Figure 1. M1 wires (run 1).
Supply wires on this layer in grey. Cells faint in the background.
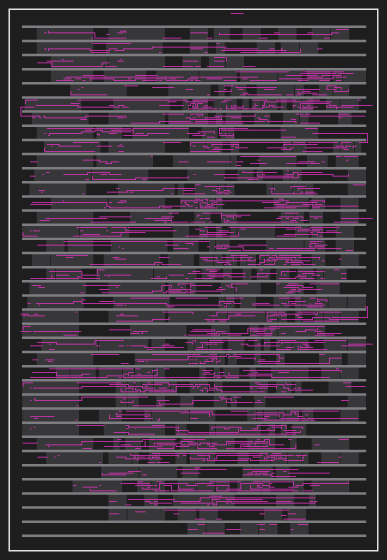
Figure 2. Nets reached from selected ports (run 1).
Bar = 20 µm.
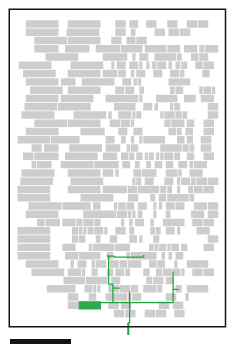
Figure 3. Track usage over the die (run 1).
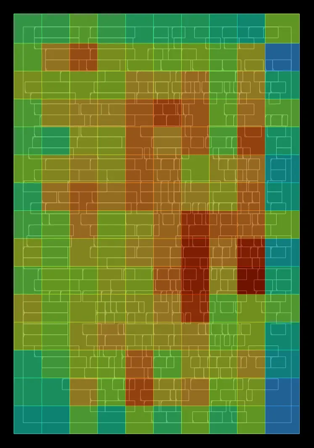
`src/rtl/program_sequencer.sv`:
```
// Program counter sequencer with a return-address stack.
// Sticky overflow/underflow flags record CALL-on-full and RET-on-empty.
module program_sequencer #(
  parameter int                 ADDR_W      = 11,
  parameter int                 STACK_DEPTH = 4,
  parameter logic [ADDR_W-1:0]  RESET_ADDR  = '0
) (
  input  logic                               clk,
  input  logic                               reset,
  input  logic                               PCenable,
  input  logic [2:0]                         op,
  input  logic                               cond,
  input  logic [ADDR_W-1:0]                  target,
  input  logic [ADDR_W-1:0]                  offset,
  output logic [ADDR_W-1:0]                  PCout,
  output logic [$clog2(STACK_DEPTH+1)-1:0]   sp_count,
  output logic                               stack_full,
  output logic                               stack_empty,
  output logic                               ovf_err,
  output logic                               unf_err
);

  localparam int SP_W  = $clog2(STACK_DEPTH + 1);
  localparam int IDX_W = (STACK_DEPTH > 1) ? $clog2(STACK_DEPTH) : 1;
  localparam logic [SP_W-1:0] SP_MAX = SP_W'(STACK_DEPTH);

  localparam logic [2:0] OP_SEQ  = 3'b000;
  localparam logic [2:0] OP_BR   = 3'b001;
  localparam logic [2:0] OP_JMP  = 3'b010;
  localparam logic [2:0] OP_CALL = 3'b011;
  localparam logic [2:0] OP_RET  = 3'b100;
  localparam logic [2:0] OP_HOLD = 3'b101;

  logic [ADDR_W-1:0] pc_q, pc_d;
  logic [SP_W-1:0]   sp_q, sp_d;
  logic              full_q, full_d;
  logic              empty_q, empty_d;
  logic              ovf_q, ovf_d;
  logic              unf_q, unf_d;
  logic [ADDR_W-1:0] stack_q [STACK_DEPTH];
  logic [ADDR_W-1:0] stack_d [STACK_DEPTH];

  logic [ADDR_W-1:0] pc_plus1;
  logic [SP_W-1:0]   sp_minus1;
  logic [IDX_W-1:0]  push_idx;
  logic [IDX_W-1:0]  pop_idx;

  assign pc_plus1  = pc_q + ADDR_W'(1);
  assign sp_minus1 = sp_q - SP_W'(1);
  // Entry sp_q is the next free slot; sp_q-1 holds the top of stack.
  assign push_idx  = IDX_W'(sp_q);
  assign pop_idx   = IDX_W'(sp_minus1);

  always_comb begin
    pc_d    = pc_q;
    sp_d    = sp_q;
    ovf_d   = ovf_q;
    unf_d   = unf_q;
    stack_d = stack_q;
    if (PCenable) begin
      case (op)
        OP_BR:   pc_d = cond ? (pc_q + offset) : pc_plus1;
        OP_JMP:  pc_d = target;
        OP_CALL: begin
          pc_d = target;
          if (full_q) begin
            ovf_d = 1'b1;
          end else begin
            stack_d[push_idx] = pc_plus1;
            sp_d              = sp_q + SP_W'(1);
          end
        end
        OP_RET: begin
          if (empty_q) begin
            pc_d  = pc_plus1;
            unf_d = 1'b1;
          end else begin
            pc_d = stack_q[pop_idx];
            sp_d = sp_minus1;
          end
        end
        OP_HOLD: pc_d = pc_q;
        default: pc_d = pc_plus1;
      endcase
    end
    // Flags are registered alongside sp_count so they always match it.
    full_d  = (sp_d == SP_MAX);
    empty_d = (sp_d == '0);
  end

  always_ff @(posedge clk) begin
    if (reset) begin
      pc_q    <= RESET_ADDR;
      sp_q    <= '0;
      full_q  <= 1'b0;
      empty_q <= 1'b1;
      ovf_q   <= 1'b0;
      unf_q   <= 1'b0;
    end else begin
      pc_q    <= pc_d;
      sp_q    <= sp_d;
      full_q  <= full_d;
      empty_q <= empty_d;
      ovf_q   <= ovf_d;
      unf_q   <= unf_d;
      stack_q <= stack_d;
    end
  end

  assign PCout       = pc_q;
  assign sp_count    = sp_q;
  assign stack_full  = full_q;
  assign stack_empty = empty_q;
  assign ovf_err     = ovf_q;
  assign unf_err     = unf_q;

endmodule

```
`config.mk`:
```
export PLATFORM = sky130hd
export DESIGN_NAME = program_sequencer
export DESIGN_NICKNAME = d
export VERILOG_FILES = /design/src/rtl/program_sequencer.sv
export SDC_FILE = /design/constraint.sdc
export NUM_CORES = 1
export LEC_CHECK = 0
export CORE_ASPECT_RATIO = 1.5
export CORE_MARGIN = 2
export CORE_UTILIZATION = 52
export DETAILED_ROUTE_END_ITERATION = 7
export PLACE_DENSITY_LB_ADDON = 0.12
export SYNTH_ARGS = -nofsm -noshare
export SYNTH_HDL_FRONTEND = slang
export SYNTH_SLANG_ARGS = --single-unit
```
`constraint.sdc`:
```
create_clock -name clk -period 5.3 [get_ports clk]
set_input_delay 1.06 -clock clk [delete_from_list [all_inputs] [get_ports clk]]
set_output_delay 1.06 -clock clk [all_outputs]
set_load 0.01 [all_outputs]
```
==> impl_metrics.tcl, run 1 <==
# flow metrics
set metrics [dict create \
    power_switching_mw 0.302 \
    max_stage_delay_ns 0.86 \
    route.detailed.drc 0 \
    hp-class "register to register" \
    async_reset_ff_frac 0 \
    synthTopCellsByCount "44 x edfxtp_1, 25 x nand2_1, 23 x nor2_1, 18 x dfxtp_1, 15 x ha_1" \
    largest_reg_flops 44 \
    pg_comb_mw 0.181 \
    critPathCapture "PCout[1]" \
    edf_count 44 \
    skew_ns 0.0126 \
    endpoint_kind "register" \
    top_cell_area_share 0.382 \
    worstSetupPathType "primary input to register" \
    cts_setup_buffers 0 \
    synthXorXnorAreaFrac 0.0329 \
    ys_types 57 \
    whs_path_depth 2 \
    stdcell_count 423 \
    clkTransAtPathRegs_ns 0.08 \
    run_status "completed" \
    worst_slew_pin_slew_ns 0.874 \
    ys_top_cells_by_area "edfxtp_1 38%, dfxtp_1 10%, ha_1 5.4%" \
    nets 387 \
    synthCells 298 \
    hold_viol_final 0 \
    grt.overflow.total 0 \
    power_mw 1.19 \
    vias 2589 \
    dp_hpwl_mm 5.96 \
    wl_met2_mm 4.12 \
    whs_endpoint "ovf_err" \
    layout_min_cycle_time_ns 3.17 \
    cts_root_buf "clkbuf_8" \
    yosys.stat.seqShare 0.486 \
    setup_ws_ns 2.13 \
    die_w_um 70.6 \
    grt_pass1_vias 2688 \
]
Back to the opening pictures, Figure 1:
wire length on this layer: 3490 µm
nets with wire on the layer: 351

Back to the opening pictures, Figure 2:
| colour | port | bits | direction | edge | end cells | buffers | wire |
|---|---|---|---|---|---|---|---|
| green | stack_empty | 1 | output | south | 1 | 1 | 79.8 µm |

Back to the opening pictures, Figure 3:
met3 usage: 0.0368
grt met1 use: 0.298
post-layout util: 0.643
total track usage: 0.232

Figure 4. Sequential cells coloured by netlist name (run 1).
Other sequential cells in the stronger grey, the rest of the logic in the fainter grey.
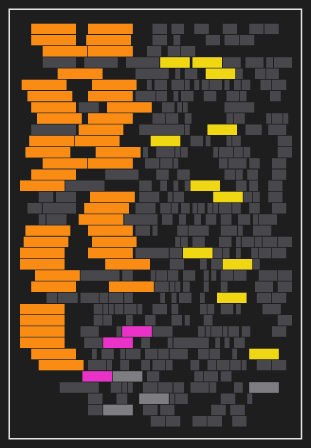

## Run 2: what changed since run 1
--- a/config.mk
+++ b/config.mk
@@ -7,7 +7,7 @@
 export LEC_CHECK = 0
 export CORE_ASPECT_RATIO = 1.5
 export CORE_MARGIN = 2
-export CORE_UTILIZATION = 52
+export CORE_UTILIZATION = 50
 export DETAILED_ROUTE_END_ITERATION = 7
 export PLACE_DENSITY_LB_ADDON = 0.12
 export SYNTH_ARGS = -nofsm -noshare
==> constraint.sdc (replaced) <==
create_clock -name clk -period 2.8 [get_ports clk]
set_input_delay 0.56 -clock clk [delete_from_list [all_inputs] [get_ports clk]]
set_output_delay 0.56 -clock clk [all_outputs]
set_load 0.01 [all_outputs]
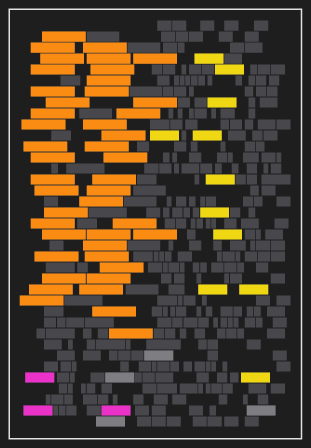
Figure 5: run 2, sequential cells coloured by netlist name.
Other sequential cells in the stronger grey, the rest of the logic in the fainter grey.
| colour | name in the netlist | flops |
|---|---|---|
| orange | stack_q | 44 |
| yellow | PCout | 11 |
| magenta | sp_count | 3 |

==> run 2 against run 1 <==
Against the previous run: via count is 3.2% higher; global-route usage is 0.51 points lower; core utilization is 0.63 points lower; critical path type unchanged.
==> impl_metrics.tcl, run 2 <==
# flow metrics
set metrics [dict create \
    yosys.stat.seqShare 0.486 \
    ys_types 57 \
    worstSetupStartpoint "offset[0]" \
    async_reset_ff_frac 0 \
    pwr-share-comb 0.173 \
    seq_share 0.391 \
    worstSetupPathType "primary input to register" \
    use_met1 0.276 \
    whs_endpoint "unf_err" \
    fin_util 0.636 \
    ys_cells 298 \
    run_status "completed" \
    grt.overflow.total 0 \
    area_delta_synth_final_pct 24.4 \
    die_w_um 71.9 \
    vias 2672 \
    skew_ns 0.00902 \
    endpoint_kind "register" \
    place.gp.congestion 0.948 \
    power_mw 2.12 \
    yosysWarnings 0 \
    synth.most_common_cell "edfxtp_1" \
    grt.total_usage 0.227 \
    max_stage_delay_ns 0.46 \
    wl_met2_mm 4.18 \
    grtUsageMet2 0.378 \
    hp-class "register to register" \
    synthCells 298 \
    whs_path_depth 2 \
    clkTransAtPathRegs_ns 0.08 \
    n_all_inverters 10 \
    edf_count 44 \
    ys_top_cells_by_area "edfxtp_1 38%, dfxtp_1 10%, ha_1 5.4%" \
    largest_reg_flops 44 \
    cts_root_buf "clkbuf_8" \
    clock_path_buffers 2 \
    power_switching_mw 0.598 \
    route.detailed.drc 0 \
    grt_use_met3 0.0306 \
    nets 403 \
    drive_above_1_share 0.124 \
    insertion_delay_ns 0.34 \
    cts_setup_buffers 0 \
    antenna_cells 0 \
    syn-cell-area_um2 3460 \
    critPathCapture "PCout[8]" \
    top_cell_area_share 0.382 \
    synthTopCellsByCount "44 x edfxtp_1, 25 x nand2_1, 23 x nor2_1, 18 x dfxtp_1, 15 x ha_1" \
    synthXorXnorAreaFrac 0.0329 \
    hold_viol_final 0 \
    grt_pass1_vias 2622 \
    postPlaceCellArea_um2 4120 \
    stdcell_count 441 \
    dp_hpwl_mm 6.11 \
    synth_flops 62 \
    setup_ws_ns 0.281 \
    pg_comb_mw 0.366 \
    slew-limit-headroom 0.677 \
    worst_slew_pin_slew_ns 0.482 \
]
## Run 3: what changed since run 2
--- a/config.mk
+++ b/config.mk
@@ -13,3 +13,4 @@
 export SYNTH_ARGS = -nofsm -noshare
 export SYNTH_HDL_FRONTEND = slang
 export SYNTH_SLANG_ARGS = --single-unit
+export TNS_END_PERCENT = 20
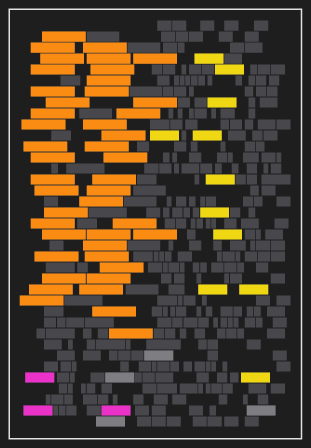
Figure 6: run 3, sequential cells coloured by netlist name.
Other sequential cells in the stronger grey, the rest of the logic in the fainter grey.
| colour | name in the netlist | flops |
|---|---|---|
| orange | stack_q | 44 |
| yellow | PCout | 11 |
| magenta | sp_count | 3 |
not coloured: 4

==> run 3 against run 2 <==
Against the previous run: via count stayed put; global-route usage stayed put; wire length stayed put; combinational power hardly changed; clock skew stayed put; clock power hardly changed; fmax stayed put; count of clock-buffer cells in the layout stayed put; largest cell class unchanged.
==> impl_metrics.tcl, run 3 <==
# flow metrics
set metrics [dict create \
    synthXorXnorAreaFrac 0.0329 \
    wl_met2_mm 4.18 \
    ys_top_cells_by_area "edfxtp_1 38%, dfxtp_1 10%, ha_1 5.4%" \
    postPlaceCellArea_um2 4120 \
    drt_first_pass_iters 4 \
    max_stage_delay_ns 0.46 \
    setup_ws_ns 0.281 \
    worstSetupPathType "primary input to register" \
    place.gp.congestion 0.948 \
    grtUsageMet2 0.378 \
    slew-limit-headroom 0.677 \
    yosys.area.top_type "edfxtp_1" \
    ys_cells 298 \
    die_w_um 71.9 \
    rrSetupSlack_ns 0.60 \
    grt.total_usage 0.227 \
    fp_nets 343 \
    min_from "unf_err" \
    worstSetupStartpoint "offset[0]" \
    pg_comb_mw 0.366 \
    vias 2672 \
    largest_reg_flops 44 \
    ios 47 \
    synthTopCellsByCount "44 x edfxtp_1, 25 x nand2_1, 23 x nor2_1, 18 x dfxtp_1, 15 x ha_1" \
    pwr-share-comb 0.173 \
    hold_viol_final 0 \
    dp_hpwl_mm 6.11 \
    ys_chip_area_um2 3460 \
    critPathCapture "PCout[8]" \
    insertion_delay_ns 0.34 \
    whs_endpoint "unf_err" \
    syn-cell-area_um2 3460 \
    seq_share 0.391 \
    buffers_excl_clock 63 \
    whs_path_depth 2 \
    edf_count 44 \
    area_delta_synth_final_pct 24.4 \
    layout_min_cycle_time_ns 2.52 \
    fin_util 0.636 \
    die-area_um2 7610 \
    power_switching_mw 0.598 \
    whs_ns 0.489 \
    endpoint_kind "register" \
    wl_met1_mm 3.33 \
    grt_use_met3 0.0306 \
    top_cell_area_share 0.382 \
    clock_path_buffers 2 \
    grt.busiest_layer "met2" \
    power_mw 2.12 \
    drive_above_1_share 0.124 \
    maxPowerGroup "sequential cells" \
    skew_ns 0.00902 \
    antenna_cells 0 \
    simple_gate_share 0.132 \
    synth_area_per_cell_um2 11.6 \
    grt_pass1_vias 2622 \
    nets 403 \
    stdcell_count 441 \
    synth.most_common_cell "edfxtp_1" \
    regArea_um2 1680 \
    dp_cells 425 \
    cts_setup_buffers 0 \
    place_ws_ns -0.0718 \
    cts_root_buf "clkbuf_8" \
    synthCells 298 \
    n_all_inverters 10 \
    run_status "completed" \
    r2r-end "PCout[8]" \
    highest_layer "met4" \
    p_leak_nw 1.52 \
    async_reset_ff_frac 0 \
    cp_data_required_time_ns 3.03 \
    grt.overflow.total 0 \
    final_antenna_net_count 0 \
    worst_slew_pin_slew_ns 0.482 \
    hp-class "register to register" \
    use_met1 0.276 \
    clkTransAtPathRegs_ns 0.08 \
    synth_flops 62 \
    yosys.stat.seqShare 0.486 \
    ys_types 57 \
    route.detailed.drc 0 \
    cp_top_family "AND-OR/OR-AND gates" \
]
Power is estimated from default activity; no workload was simulated.
